Fig. 1: run 1, cells coloured by class
Bar = 10 µm. Fill, decap, tap and diode cells in grey.
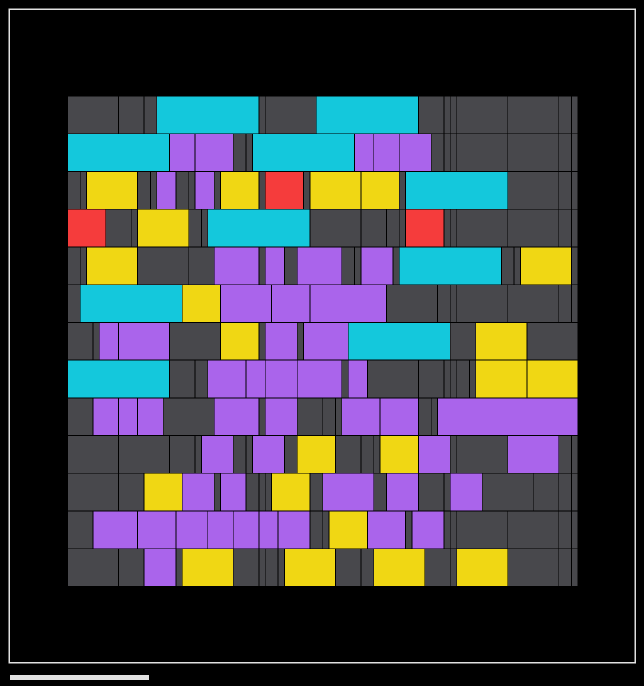
Fig. 2: run 1, power grid
Pins as bars on the die edge.
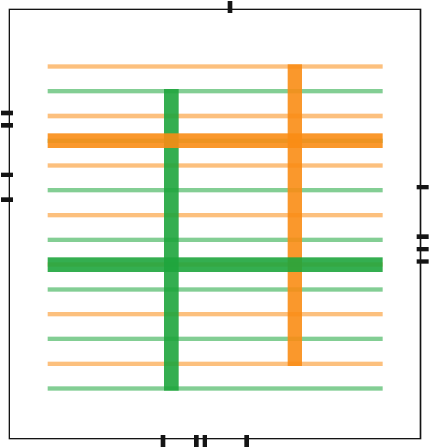
Fig. 3: run 1, where the registers sit
Other sequential cells in the stronger grey, the rest of the logic in the fainter grey.
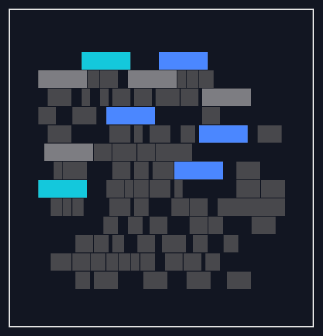
[config.mk]
export PLATFORM = sky130hd
export DESIGN_NAME = rr_thermo_arbiter_flat
export DESIGN_NICKNAME = d
export VERILOG_FILES = /design/src/rtl/rr_thermo_arbiter_if.sv /design/src/rtl/rr_thermo_arbiter.sv /design/src/flat_wrapper.sv
export SDC_FILE = /design/constraint.sdc
export NUM_CORES = 1
export LEC_CHECK = 0
export CAP_MARGIN = 30
export CORE_AREA = 4 4 41 43
export CTS_CLUSTER_DIAMETER = 200
export DETAILED_ROUTE_END_ITERATION = 8
export DIE_AREA = 0 0 45 47
export PLACE_DENSITY = 0.67
export SYNTH_ARGS = -nofsm -noshare
export SYNTH_HDL_FRONTEND = slang
export SYNTH_SLANG_ARGS = --single-unit
export TNS_END_PERCENT = 50
[constraint.sdc]
create_clock -name clk -period 1.9 [get_ports clk]
set_clock_uncertainty 0.05 [all_clocks]
set_input_delay 0.285 -clock clk [delete_from_list [all_inputs] [get_ports clk]]
set_output_delay 0.285 -clock clk [all_outputs]
set_load 0.03 [all_outputs]
[src/rtl/rr_thermo_arbiter_if.sv]
// Request/grant bundle for rr_thermo_arbiter.
// The lock signal exists only when RR_ARB_LOCK_EN is defined.
interface rr_thermo_arbiter_if #(
    parameter int N = 4
);
    localparam int IW = $clog2(N);

    logic [N-1:0]  req;
`ifdef RR_ARB_LOCK_EN
    logic          lock;
`endif
    logic [N-1:0]  gnt;
    logic          gnt_valid;
    logic [IW-1:0] gnt_idx;

    modport master (
`ifdef RR_ARB_LOCK_EN
        output lock,
`endif
        output req,
        input  gnt,
        input  gnt_valid,
        input  gnt_idx
    );

    modport slave (
`ifdef RR_ARB_LOCK_EN
        input  lock,
`endif
        input  req,
        output gnt,
        output gnt_valid,
        output gnt_idx
    );
endinterface

[src/rtl/rr_thermo_arbiter.sv]
// Round-robin arbiter over a thermometer priority mask with bounded grant hold.
// Define RR_ARB_LOCK_EN to add the lock input that pins the current owner.
module rr_thermo_arbiter #(
    parameter int N        = 4,
    parameter int MAX_HOLD = 1
) (
    input logic               clk,
    input logic               rst,
    rr_thermo_arbiter_if.slave bus
);
    localparam int IW = $clog2(N);
    localparam int HW = $clog2(MAX_HOLD + 1);
    localparam logic [N-1:0]  ONE      = N'(1);
    localparam logic [HW-1:0] HOLD_MAX = HW'(MAX_HOLD);
    localparam logic [IW-1:0] LAST_RST = IW'(N - 1);

    typedef enum logic {IDLE, GRANT} state_t;

    state_t        state;
    logic [IW-1:0] last;
    logic [HW-1:0] hold_cnt;
    logic [N-1:0]  gnt_q;
    logic [IW-1:0] idx_q;
    logic          valid_q;

    logic [N-1:0]  mask;
    logic [N-1:0]  masked;
    logic [IW-1:0] win_idx;
    logic          any_req;
    logic          owner_req;
    logic          any_other;
    logic          lock_hold;
    logic          keep_owner;
    logic          do_grant;
    logic          do_idle;

`ifdef RR_ARB_LOCK_EN
    assign lock_hold = owner_req & bus.lock;
`else
    assign lock_hold = 1'b0;
`endif

    // Winner: lowest request above the last owner, else wrap to the lowest request overall.
    always_comb begin
        mask = '0;
        for (int i = 0; i < N; i++) begin
            mask[i] = (IW'(i) > last);
        end
        masked  = bus.req & mask;
        win_idx = '0;
        for (int i = N - 1; i >= 0; i--) begin
            if (bus.req[i]) win_idx = IW'(i);
        end
        if (|masked) begin
            for (int i = N - 1; i >= 0; i--) begin
                if (masked[i]) win_idx = IW'(i);
            end
        end
    end

    always_comb begin
        any_req    = |bus.req;
        owner_req  = |(bus.req & gnt_q);
        any_other  = |(bus.req & ~gnt_q);
        keep_owner = lock_hold || !any_other || (hold_cnt < HOLD_MAX);
        do_grant   = 1'b0;
        do_idle    = 1'b0;
        if (state == IDLE) begin
            do_grant = any_req;
        end else if (!owner_req) begin
            do_grant = any_req;
            do_idle  = !any_req;
        end else begin
            do_grant = !keep_owner;
        end
    end

    // gnt_idx and last survive a return to IDLE so the rotation point is preserved.
    always_ff @(posedge clk) begin
        if (rst) begin
            state    <= IDLE;
            last     <= LAST_RST;
            hold_cnt <= '0;
            gnt_q    <= '0;
            idx_q    <= '0;
            valid_q  <= 1'b0;
        end else if (do_grant) begin
            state    <= GRANT;
            last     <= win_idx;
            hold_cnt <= HW'(1);
            gnt_q    <= ONE << win_idx;
            idx_q    <= win_idx;
            valid_q  <= 1'b1;
        end else if (do_idle) begin
            state    <= IDLE;
            hold_cnt <= '0;
            gnt_q    <= '0;
            valid_q  <= 1'b0;
        end else if (state == GRANT && hold_cnt < HOLD_MAX) begin
            hold_cnt <= hold_cnt + HW'(1);
        end
    end

    assign bus.gnt       = gnt_q;
    assign bus.gnt_valid = valid_q;
    assign bus.gnt_idx   = idx_q;
endmodule

[src/flat_wrapper.sv]
// flat-port wrapper written by rule: the top's interface ports become plain ports
module rr_thermo_arbiter_flat 
#(
    parameter int N        = 4,
    parameter int MAX_HOLD = 1
)
  (clk, rst, bus_req, bus_gnt, bus_gnt_valid, bus_gnt_idx);
  rr_thermo_arbiter_if #(.N(N)) bus_i ();
  input logic clk;
  input logic rst;
  input wire logic [$bits(bus_i.req)-1:0] bus_req;
  output wire logic [$bits(bus_i.gnt)-1:0] bus_gnt;
  output wire logic [$bits(bus_i.gnt_valid)-1:0] bus_gnt_valid;
  output wire logic [$bits(bus_i.gnt_idx)-1:0] bus_gnt_idx;
  assign bus_i.req = bus_req;
  assign bus_gnt = bus_i.gnt;
  assign bus_gnt_valid = bus_i.gnt_valid;
  assign bus_gnt_idx = bus_i.gnt_idx;
  rr_thermo_arbiter #(.N(N), .MAX_HOLD(MAX_HOLD)) u_core (.clk(clk), .rst(rst), .bus(bus_i));
endmodule
==> results.yml, run 1 <==
# flow metrics
worst_setup_path:
  worstSetupPathType: "in2reg"
  crit_family: "AND-OR/OR-AND gates"
  reg2reg_to: "u_core.bus.gnt[1]"
  rrSetupSlack_ns: 0.22
  crit_slowest_cell: "clkdlybuf4s50_1"
  cp-startpoint: "bus_req[3]"
  cp_max_fo: 5
  crit_path_end: "u_core.bus.gnt[1]"
  path_depth: 6
  rr_worst_depth: 5
  worstReg2RegStart: "u_core.bus.gnt[0]"
  worst_ep_required_time_ns: 2.00
  path_buffers: 1
  worst_setup_path_end_kind: "register"
  max_stage_delay_ns: 0.48
  start_kind: "input port"
  critical_path.cell_chain: "clkdlybuf4s50_1, nor2b_1, o41ai_4, a21o_4, nor2_2, a32o_1"
  cp.arrival_ns: 1.82
grt:
  antenna_found_initial: 0
  grt_max_degree: 11
  overflow: 0
  grt_busiest_layer: "met2"
  grt.total_usage_pct: 13.81
  met2_usage_pct: 22.60
  grt_pass1_vias: 455
  use_met1_pct: 16.59
  grtUsageMet3_pct: 7.280
  grt_pass1_wl_um: 2042
min_path:
  whs_path_depth: 2
  hold_path_startpoint: "u_core.bus.gnt_idx[1]"
  hold_class: "reg2reg"
  min_to: "u_core.bus.gnt_idx[1]"
sta:
  slew_headroom_pct: 64.53
  layout_min_cycle_time_ns: 1.716
  rsz0062_at_grt: "no"
  fin_setup_tns_ns: 0
  holdWs_ns: 0.4111
  finalSetupViolCount: 0
  finalHoldViolCount: 0
  max_freq_mhz: 582.6
  period_used_pct: 90.33
  maxSlewViolCount: 0
  finalWorstSetupSlack_ns: 0.1837
  worst_pin_slew_ns: 0.5305
logic_synthesis:
  yosysMostFrequentCell: "dfxtp_1"
  yosysTopAreaCell: "dfxtp_1"
  topCellsByArea: "dfxtp_1 (36%), nor2b_1 (6.7%), nand2b_1 (5.6%)"
  ys.flop_type: "dfxtp_1"
  top_cells_by_count: "dfxtp_1 (10), a21oi_1 (6), nor2b_1 (6)"
  netlist.area_leader.share_pct: 35.63
  edf_count: 0
  ys_cells: 61
  netlist_area_um2: 561.8
  postSynthSeqShare_pct: 35.63
  synth_cells: 61
  synth_nets: 67
  syn_area_per_cell_um2: 9.210
  async_flop_share_pct: 0
  ys_types: 29
  numSynthFlops: 10
  yosysChipArea_um2: 561.8
  yosysWarningCount: 0
final_layout:
  num-nonclk-inverters: 1
  layout.area.comb_um2: 346.6
  area_growth_pct: 38.75
  utilization_pct: 59.90
  nMultiInputCombCells: 49
  fin_area_um2: 779.5
  layout-drive-gt1-share_pct: 21.43
  diodes: 0
  nets: 92
  flop-count: 10
  sh_comb_area_pct: 44.46
  layout_top_cells: "clkdlybuf4s50_1 (12), dfxtp_1 (10), buf_4 (9)"
  biggestCellCategory: "multi-input combinational cells"
  bufAreaShareNonClock_pct: 24.08
  buffers: 21
  clock_cell_area_share_pct: 2.889
  regArea_um2: 200.2
  nFillCells: 129
  clkbuf_count: 3
  finalNonFillerCells: 99
  layout.cells.most_common: "clkdlybuf4s50_1"
place:
  dp.cells: 96
  port_buffers: 12
  dpl_cell_area_um2: 757.0
  gp_congestion: 0.7784
  pre_cts_ws_ns: -0.08721
  detailedPlacementHpwl_um: 1025
detailed_routing:
  top_layer_used: "met3"
  met3WireLength_um: 103
  drt-met1-wl_um: 607
  met2_length_um: 572
  wl_per_cell_um: 12.97
  drt_iter0_drc: 10
  routed_wl_um: 1284
  first_pass_iters: 4
  viasPerCell: 5.303
  drtAntennaViolNets: 0
  vias: 525
  route.detailed.drc: 0
floorplan:
  initCoreUtil_pct: 43.17
  core_area_um2: 1301
  die_area_um2: 2115
  rows: 13
  nWellTaps: 15
  io_pins: 13
power_and_ir_drop:
  leakage_nw: 0.3119
  power_density_nw_per_um2: 767.4
  total_power_mw: 0.5982
clock_network:
  cts-resized-gates: 0
  clkSlewWorstSetupHoldPaths_ns: 0.06
  cts_root_buf: "clkbuf_4"
  cts_tree: "yes"
  cts_setup_buffers: 0
  insertion_delay_ns: 0.26
  cts_sinks: 10
  cts-buffers-inserted: 3
  holdBufCountCts: 0
  clock_path_buffers: 2
  cts_max_level: 1
job:
  log.warning_count: 26
  cap_violations: 0
outcome:
  outcome: "finished, final reports clean"
Back to the opening pictures, Fig. 1:
Key: remaining buffers and delay cells = yellow [cells 21]; remaining logic cells = purple [cells 50]; registers = cyan [cells 10]; clock-net drivers = red [cells 3]

Back to the opening pictures, Fig. 2:
Key: VSS = green; VDD = orange
13 signal pins sit on the boundary. 14 met1 rails follow the rows.
die extent in x: 45 µm
VDD IR-drop max: 521.9 µV

Back to the opening pictures, Fig. 3:
Key: u_core.bus.gnt = blue [flops 4]; u_core.last = cyan [flops 2]
sequential cell power: 0.259 mW
Seq/total area: 25.68%

[run 1: where the power goes]
part           switching [mW]  leakage (nW)  internal [mW]
sequential             0.0260        0.0830          0.233
clock                  0.0642        0.0138         0.0727
combinational          0.0981         0.215          0.104
total                   0.188         0.312          0.410
[run 1: worst min-delay path, stage by stage (launching register included)]
cell     delay (ns)
dfxtp_1        0.31
nand2_1        0.05
a21oi_1        0.05
[run 1: cell families after synthesis]
logic type,share of synthesized area [%]
AND/OR/NAND/NOR,28.29
AND-OR/OR-AND,31.63
flip-flops,35.63
buffers and inverters,2.672
multiplexers,1.782
[run 1: registers in the layout, summed over array words and instances (netlist names)]
register            cells
u_core.hold_cnt         1
u_core.state            1
u_core.bus.gnt          4
u_core.bus.gnt_idx      2
u_core.last             2
Fig. 4: run 1, clock nets
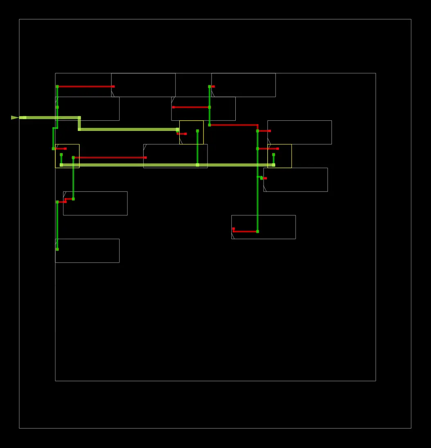

==> inputs of run 2 (changes only) <==
==> constraint.sdc (replaced) <==
create_clock -name clk -period 2.22 [get_ports clk]
set_clock_uncertainty 0.05 [all_clocks]
set_input_delay 0.333 -clock clk [delete_from_list [all_inputs] [get_ports clk]]
set_output_delay 0.333 -clock clk [all_outputs]
set_load 0.03 [all_outputs]
Fig. 5: run 2, clock nets
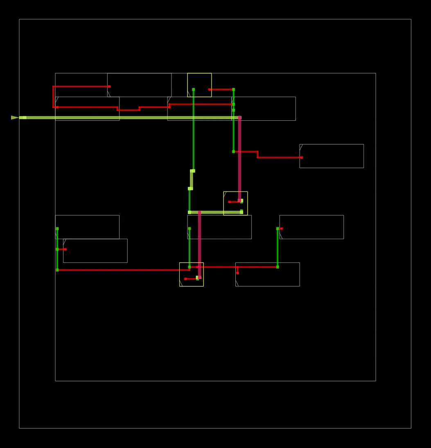
CTS Buf Count: 3
clock group power: 0.123 mW
clk sinks: 10
num sequential: 10

==> results.yml, run 2 <==
# flow metrics
place:
  detailedPlacementHpwl_um: 1061
  gp_congestion: 0.7460
  pre_cts_ws_ns: 0.1323
logic_synthesis:
  syn_area_per_cell_um2: 9.210
  postSynthSeqShare_pct: 35.63
  logic_family: "AND-OR/OR-AND gates"
  yosysTopAreaCell: "dfxtp_1"
  yosysMostFrequentCell: "dfxtp_1"
  edf_count: 0
  ys_cells: 61
  top_cells_by_count: "dfxtp_1 (10), a21oi_1 (6), nor2b_1 (6)"
  ys_types: 29
  ys.flop_type: "dfxtp_1"
final_layout:
  largest_register_ffs: 4
  layout.cells.most_common: "clkdlybuf4s50_1"
  layout-drive-gt1-share_pct: 15.38
  sh_comb_area_pct: 47.19
  num-nonclk-inverters: 1
  buffers: 15
  biggestCellCategory: "multi-input combinational cells"
  diodes: 0
detailed_routing:
  vias: 511
  viasPerCell: 5.495
  drt_iter0_drc: 3
  wl_per_cell_um: 14.24
floorplan:
  io_pins: 13
  die_x_um: 45
  rows: 13
  die_area_um2: 2115
  nWellTaps: 15
sta:
  rsz0062_at_grt: "no"
  maxSlewViolCount: 0
  finalSetupViolCount: 0
  layout_min_cycle_time_ns: 1.807
grt:
  overflow: 0
  grt_max_degree: 11
  grt_pass1_vias: 532
worst_setup_path:
  worstSetupPathType: "in2reg"
  path_buffers: 1
  rr_worst_depth: 5
  reg2reg_to: "u_core.bus.gnt[1]"
  worstReg2RegStart: "u_core.bus.gnt[0]"
  crit_path_end: "u_core.bus.gnt[1]"
  cp_max_fo: 6
  max_stage_delay_ns: 0.49
  start_kind: "input port"
  critical_path.cell_chain: "clkdlybuf4s50_1, nor2b_1, o41ai_4, a21o_4, nor2_2, a32o_1"
  path_depth: 6
  rrSetupSlack_ns: 0.53
min_path:
  whs_path_depth: 2
  hold_class: "reg2reg"
clock_network:
  cts_tree: "yes"
  clkSlewWorstSetupHoldPaths_ns: 0.06
  cts_max_level: 1
  cts-resized-gates: 0
  cts_setup_buffers: 0
  holdBufCountCts: 0
power_and_ir_drop:
  leakage_nw: 0.2828
  ir_worst_vdd_uv: 386.7
outcome:
  outcome: "finished, final reports clean"
Fig. 6: run 2, where the registers sit
Other sequential cells in the stronger grey, the rest of the logic in the fainter grey.
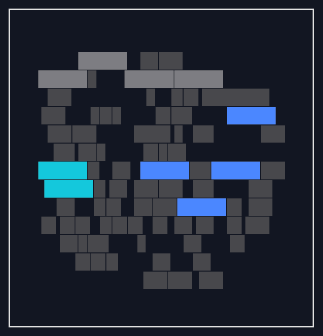
Key: u_core.last = cyan [flops 2]; u_core.bus.gnt = blue [flops 4]
sequential cell power: 0.220 mW
Finished Core Util: 56.44%
Seq/total area: 27.26%
sequential cell area: 200.2 µm²

-- run 2: cell count changes in the layout (fill, tap and decap cells not counted) --
cell / change
buf_4: -6
-- run 2: where the power goes --
group	total (mW)	internal (mW)	switching, mW
Combinational	0.165	0.0800	0.0850
Clock	0.123	0.0626	0.0600
Sequential	0.220	0.199	0.0211
Total	0.508	0.342	0.166
-- run 2: layer usage --
metal | share of wire, % | up-vias | track usage (%)
li1 | - | 259 | -
met1 | 46 | 235 | 18.01
met2 | 48 | 13 | 24.86
met3 | 5.1 | 4 | 4.981
met4 | 1.3 | 0 | 8.772
met5 | 0 | - | 0
No activity file was given, so power comes from the tool's default toggle rates.
